**config.mk**
```make
export PLATFORM = sky130hd
export DESIGN_NAME = mem_access_unit
export DESIGN_NICKNAME = d
export VERILOG_FILES = /design/src/rtl/mem_access_unit.sv
export SDC_FILE = /design/constraint.sdc
export NUM_CORES = 1
export LEC_CHECK = 0
export CAP_MARGIN = 20
export CORE_MARGIN = 10
export CORE_UTILIZATION = 42
export CTS_CLUSTER_SIZE = 14
export DETAILED_ROUTE_END_ITERATION = 10
export PLACE_DENSITY_LB_ADDON = 0.15
export SLEW_MARGIN = 20
export SYNTH_ARGS = -nofsm -noshare
export SYNTH_HDL_FRONTEND = slang
export SYNTH_SLANG_ARGS = --single-unit
```
**constraint.sdc**
```tcl
create_clock -name clk -period 2.2 [get_ports clk]
set_clock_uncertainty 0.05 [all_clocks]
set_input_delay 0.33 -clock clk [delete_from_list [all_inputs] [get_ports clk]]
set_output_delay 0.33 -clock clk [all_outputs]
set_load 0.01 [all_outputs]
```
**src/rtl/mem_access_unit.sv**
```systemverilog
// Memory access unit between a multicycle CPU controller and a handshaked RAM.
// Runs one access per request, with a wait timeout, alignment/conflict errors and a hold state.
module mem_access_unit #(
    parameter int TIMEOUT = 15
) (
    input  logic        clk,
    input  logic        rst,
    input  logic        mem_read,
    input  logic        mem_write,
    input  logic        I_or_D,
    input  logic        IR_write,
    input  logic [31:0] pc_addr,
    input  logic [31:0] alu_addr,
    input  logic [31:0] wdata,
    input  logic [31:0] ram_rdata,
    input  logic        ram_ack,
    output logic        ram_req,
    output logic        ram_we,
    output logic [31:0] ram_addr,
    output logic [31:0] ram_wdata,
    output logic [31:0] ir_out,
    output logic [31:0] mdr_out,
    output logic        busy,
    output logic        done,
    output logic        err
);
    typedef enum logic [2:0] {S_IDLE, S_REQ, S_WAIT, S_DONE, S_ERR, S_HOLD} state_t;

    localparam logic [7:0] TO = 8'(TIMEOUT);

    state_t      state;
    logic [7:0]  cnt;
    logic [7:0]  cnt_nxt;
    logic        dir;
    logic        irw;
    logic [31:0] sel_addr;
    logic        any_req;

    assign sel_addr = I_or_D ? alu_addr : pc_addr;
    assign any_req  = mem_read | mem_write;
    assign cnt_nxt  = cnt + 8'd1;

    // Strobes are pure state decodes, so an async reset clears them with no clock.
    assign ram_req = (state == S_REQ) || (state == S_WAIT);
    assign busy    = ram_req;
    assign ram_we  = ram_req && dir;
    assign done    = (state == S_DONE);
    assign err     = (state == S_ERR);

    always_ff @(posedge clk or negedge rst) begin
        if (!rst) begin
            state     <= S_IDLE;
            cnt       <= 8'd0;
            dir       <= 1'b0;
            irw       <= 1'b0;
            ram_addr  <= 32'd0;
            ram_wdata <= 32'd0;
            ir_out    <= 32'd0;
            mdr_out   <= 32'd0;
        end else begin
            case (state)
                S_IDLE: begin
                    if (mem_read && mem_write) begin
                        state <= S_ERR;
                    end else if (any_req) begin
                        if (sel_addr[1:0] != 2'b00) begin
                            state <= S_ERR;
                        end else begin
                            ram_addr  <= sel_addr;
                            ram_wdata <= wdata;
                            dir       <= mem_write;
                            irw       <= IR_write;
                            state     <= S_REQ;
                        end
                    end
                end
                S_REQ, S_WAIT: begin
                    if (ram_ack) begin
                        if (!dir) begin
                            if (irw) ir_out  <= ram_rdata;
                            else     mdr_out <= ram_rdata;
                        end
                        state <= S_DONE;
                    end else if (state == S_REQ) begin
                        cnt   <= 8'd0;
                        state <= S_WAIT;
                    end else if (cnt_nxt == TO) begin
                        // cnt_nxt counts WAIT cycles spent, including this one
                        state <= S_ERR;
                    end else begin
                        cnt <= cnt_nxt;
                    end
                end
                S_DONE, S_ERR: state <= any_req ? S_HOLD : S_IDLE;
                S_HOLD:        if (!any_req) state <= S_IDLE;
                default:       state <= S_IDLE;
            endcase
        end
    end
endmodule

```
Figure 1. Placed cells, one colour a class (run 1).
Fill, decap, tap and diode cells in grey.
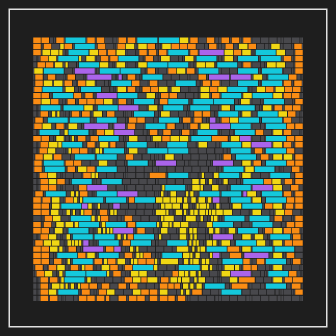
colour	class	cells	share of their area
purple	clock drivers and dummy loads	32	6.8%
yellow	remaining logic cells	292	25%
cyan	sequential cells	141	38%
orange	remaining buffers and delay cells	282	30%
Core ar.: 14000 µm²
final core occ: 68.7%
row count: 43
post-route cell area: 9610 µm²

Figure 2. Nets reached from selected ports (run 1).
Scale bar: 50 µm.
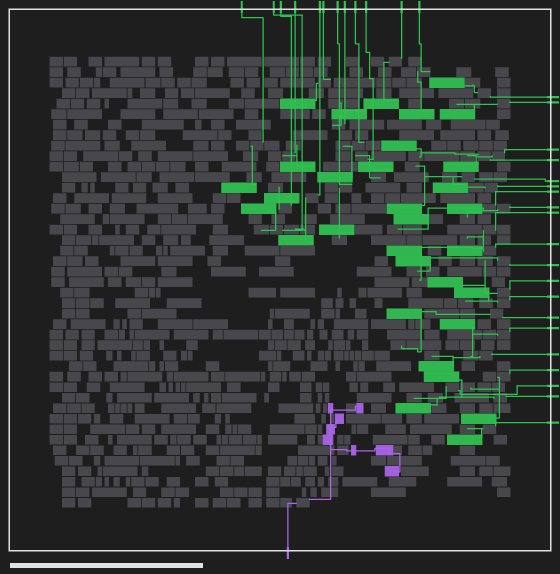
colour	port	bits	direction	end cells	wire
purple	ram_ack	1	input	8	82.9 µm
green	mdr_out	32	output	32	1210 µm

Figure 3. Routed metal, one colour a layer (run 1).
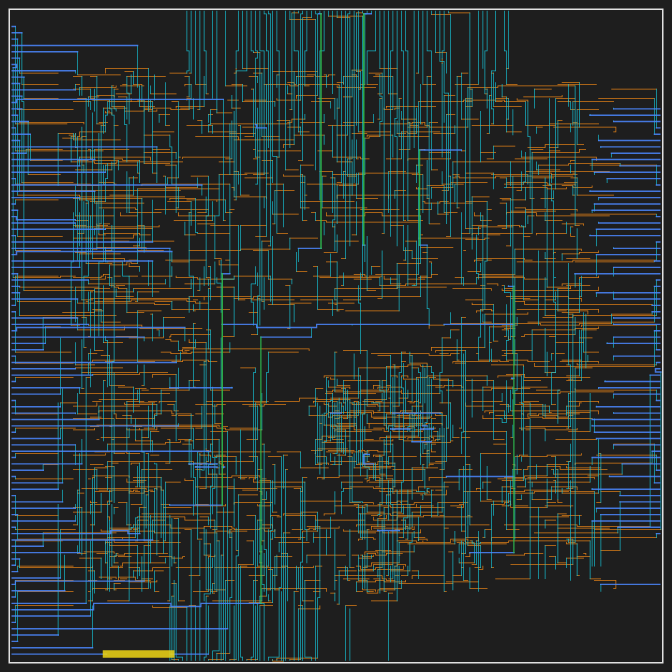
colour	layer	wire length
cyan	M2	9200 µm
yellow	M5	13.8 µm
orange	M1	7060 µm
green	M4	284 µm
blue	M3	2100 µm

Figure 4. Cell outlines without signal wires (run 1).
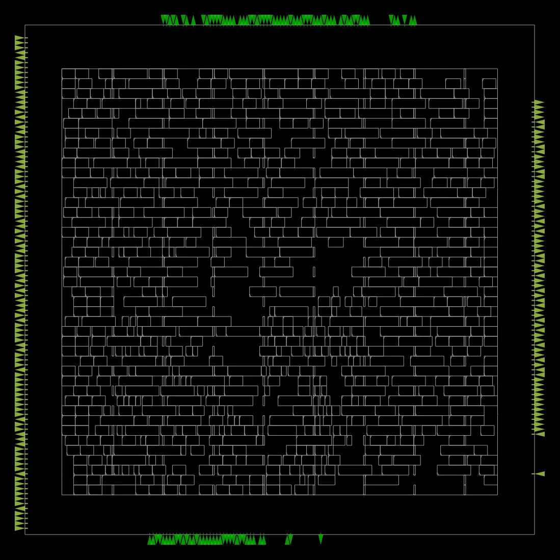
Flop Count: 141
Seq/total area: 36.7%
Fillers: 1034

==> flow_summary.yaml, run 1 <==
# synthesis and place-and-route metrics
setup_path:
  reg2reg_depth: 5
  crit_type: "reg -> out"
  crit_chain: "xnor2_1 > nor2_4 > and2_1 > dlygate4sd2_1"
  slowest_stage: "dfrtp_1"
cells_and_area:
  final_layout_top_logic_cells: "clkdlybuf4s50_1, dfrtp_1, mux2_2, nand2_1, o21ai_0"
  largest_class: "flip-flops and latches"
  n_all_inverters: 7
  fin_nets: 871
synthesis:
  syn_area_per_cell_um2: 13.1
  syn_nets: 598
  synth_cell_types: 51
  postSynthCellCount: 461
  synthArstFlopShare_pct: 100
  area_leaders: "dfrtp_1, mux2_2, mux2i_1, o21ai_0, nand2_1"
  ys_cells: 461
run_status:
  outcome: "complete, no violations"
grt:
  grt_max_degree: 54
  grt_use_total_pct: 18.9
  grt_pass1_wl_um: 29200
cts:
  clock-sinks: 141
  cts_htree_levels: 4
timing:
  finalHoldViolCount: 0
## run 1: worst max-delay path by stage
stage	endpoint	from	slack [ns]	cells after the start
2_1_floorplan	mdr_out[14]	state[0]	0.44	6
3_3_place_gp	ram_wdata[30]	alu_addr[1]	0.11	5
3_5_place_dp	ram_wdata[19]	alu_addr[1]	0.07	5
4_1_cts	done	state[0]	0.003	4
5_1_grt	cnt[4]	cnt[2]	0.06	4
6_report	ram_we	state[0]	0.18	4
## run 1: worst register-to-register path: cells and delay by family, from the launching register on
family          cells  cell delay, ns
compound gates      2            0.67
flops               1            0.42
fa+ha+maj           1            0.28
simple gates        1            0.23
xor+xnor            1            0.18
## Run 2: what changed since run 1
--- a/config.mk
+++ b/config.mk
@@ -6,7 +6,7 @@
 export NUM_CORES = 1
 export LEC_CHECK = 0
 export CAP_MARGIN = 20
-export CORE_MARGIN = 10
+export CORE_MARGIN = 2
 export CORE_UTILIZATION = 42
 export CTS_CLUSTER_SIZE = 14
 export DETAILED_ROUTE_END_ITERATION = 10
Figure 5. Placed cells, one colour a class (run 2).
Fill, decap, tap and diode cells in grey.
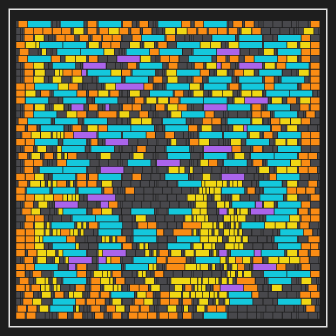
colour	class	cells	share of their area
orange	remaining buffers and delay cells	284	31%
purple	clock drivers and dummy loads	32	6.5%
yellow	remaining logic cells	292	25%
cyan	sequential cells	141	38%

==> flow_summary.yaml, run 2 <==
# synthesis and place-and-route metrics
run_status:
  outcome: "complete, no violations"
synthesis:
  synth_cell_types: 51
  syn_nets: 598
  syn_area_per_cell_um2: 13.1
  synthArstFlopShare_pct: 100
  ys_cells: 461
setup_path:
  reg2reg_depth: 5
  crit_cells: 3
  cp-endpoint: "err"
  crit_chain: "buf_12 > nor3_1 > clkdlybuf4s50_1"
  slowest_stage: "clkdlybuf4s50_1"
  crit_path_end_kind: "output port"
  crit_type: "reg -> out"
cells_and_area:
  seq_cells: 141
  largest_class: "flip-flops and latches"
  seq_share_pct: 36.8
  final_layout_top_logic_cells: "clkdlybuf4s50_1, dfrtp_1, mux2_2, nand2_1, o21ai_0"
  n_all_inverters: 7
  nFillCells: 992
  fin_util_pct: 68.8
timing:
  finalHoldViolCount: 0
floorplanning:
  coreArea_um2: 13900
  rows: 43
grt:
  grt_pass1_wl_um: 25000
  grt_use_total_pct: 21.7
Figure 6. Sizing map (run 2).
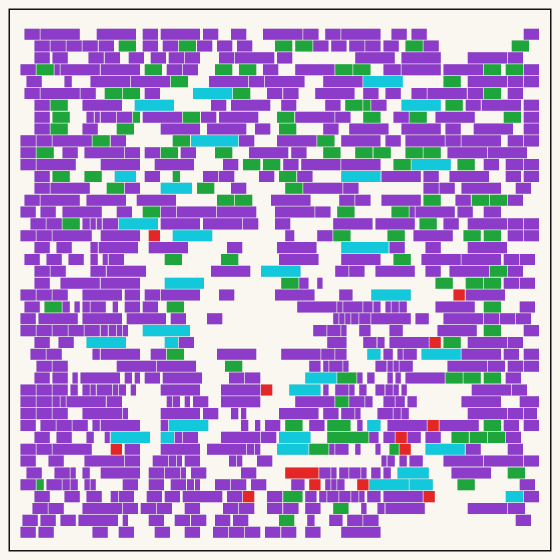
colour	size	cells	most used
cyan	x6 and larger	33	clkbuf_16
purple	x1 and smaller	598	clkdlybuf4s50_1
red	x3 and x4	13	buf_4
green	x2	105	mux2_2

## run 2: cell types whose count changed in the layout (fill, tap and decap cells not counted), sizes merged
cell           previous run  this run
buf                      16        18
clkinv                    4         3
bufinv                    4         3
clkdlybuf4s50           260       262
diode                     1         0
inv                       9        11
dlymetal6s2s              3         1
## run 2: repair_timing
action	4_1_cts	5_1_grt
buffers inserted	1	0
hold endpoints to repair	53	0
pin swaps	1	0
hold buffers	1	0
setup endpoints to repair	5	2
resized	4	5
## run 2: logic make-up after synthesis
family                     after synthesis  synth area share [%]
xor gates and xnor gates                 5                 0.726
adders and majority gates                2                 0.415
and+or+nand+nor                         76                  6.08
AOI/OAI and AO/OA                       75                  8.09
buffers and inverters                   35                  3.15
DFF                                    141                  58.5
muxes                                  127                  23.1
## Run 3: what changed since run 2
--- a/config.mk
+++ b/config.mk
@@ -6,7 +6,6 @@
 export NUM_CORES = 1
 export LEC_CHECK = 0
 export CAP_MARGIN = 20
-export CORE_MARGIN = 2
 export CORE_UTILIZATION = 42
 export CTS_CLUSTER_SIZE = 14
 export DETAILED_ROUTE_END_ITERATION = 10
Figure 7. Nets reached from selected ports (run 3).
Scale bar: 20 µm.
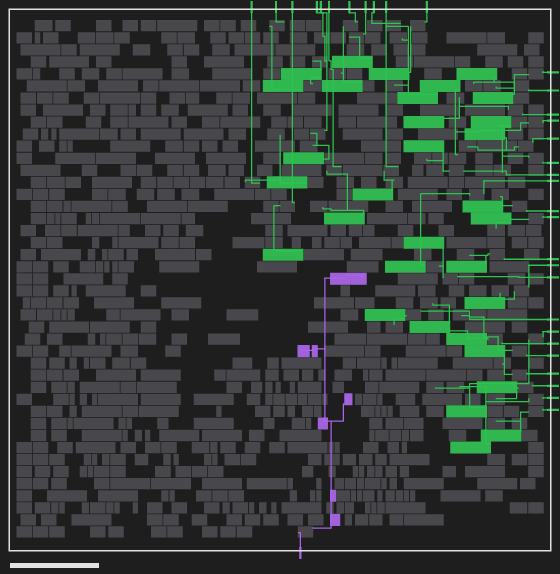
colour	port	bits	direction	end cells	wire
green	mdr_out	32	output	32	903 µm
purple	ram_ack	1	input	8	90.1 µm

==> flow_summary.yaml, run 3 <==
# synthesis and place-and-route metrics
cells_and_area:
  n_all_inverters: 7
  seq_cells: 141
  seq_share_pct: 36.8
  nFillCells: 1043
synthesis:
  syn_area_per_cell_um2: 13.1
  synthSimpleGateAreaFrac_pct: 6.08
  syn_nets: 598
  synth_cell_types: 51
  synthAdderAreaFrac_pct: 0.415
  logic_family: "multiplexers"
  compound_area_share_pct: 8.09
  synthXorXnorAreaFrac_pct: 0.726
  ys_cells: 461
  synthArstFlopShare_pct: 100
  mux_area_share_pct: 23.1
run_status:
  outcome: "complete, no violations"
setup_path:
  crit_path_end_kind: "output port"
  slowest_stage: "clkdlybuf4s50_1"
  crit_chain: "xnor2_1 > nor2_4 > clkdlybuf4s50_1"
  cp-endpoint: "busy"
  crit_cells: 3
  crit_type: "reg -> out"
floorplanning:
  coreArea_um2: 13900
  rows: 43
grt:
  grt_pass1_wl_um: 24700
  grt_use_total_pct: 22.1
cts:
  hold_buffers: 1
  postCtsSetupBuffers: 0
timing:
  finalHoldViolCount: 0
Figure 8. Routed metal, one colour a layer (run 3).
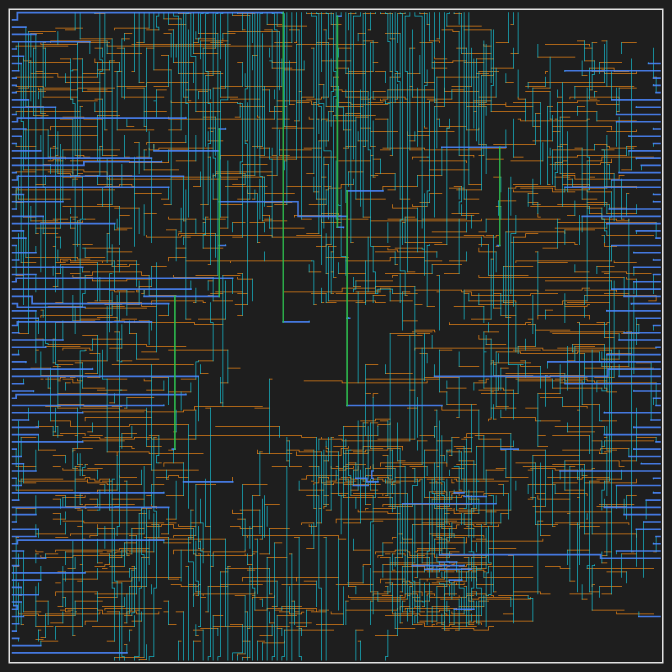
colour	layer	wire length
orange	M1	6040 µm
cyan	M2	8060 µm
green	M4	216 µm
blue	M3	1490 µm

[run 3: cell counts after synthesis]
No cell type changed its count.
[run 3: routing by layer]
metal  vias to the layer above  GRT usage, %  wire (µm)
met3                        17          8.90       1490
met5                         -             0          0
met4                         0          7.41        215
met2                       197          37.7       8060
met1                      2320          24.9       6040
li1                       2213             -          -
[run 3: metrics by stage]
stage                     hold WS (ns)  setup TNS [ns]
after floorplan                -0.0156               0
after global placement           0.304               0
after detailed placement         0.311               0
after CTS                        0.435         -0.0661
after global routing             0.456         -0.0444
final                            0.422               0
[run 3: where the power goes]
part           internal, W  total, W  switching, W
Combinational      0.00316   0.00531       0.00215
Sequential         0.00377   0.00445      0.000689
Clock              0.00148   0.00266       0.00118
Power is estimated from default activity; no workload was simulated.
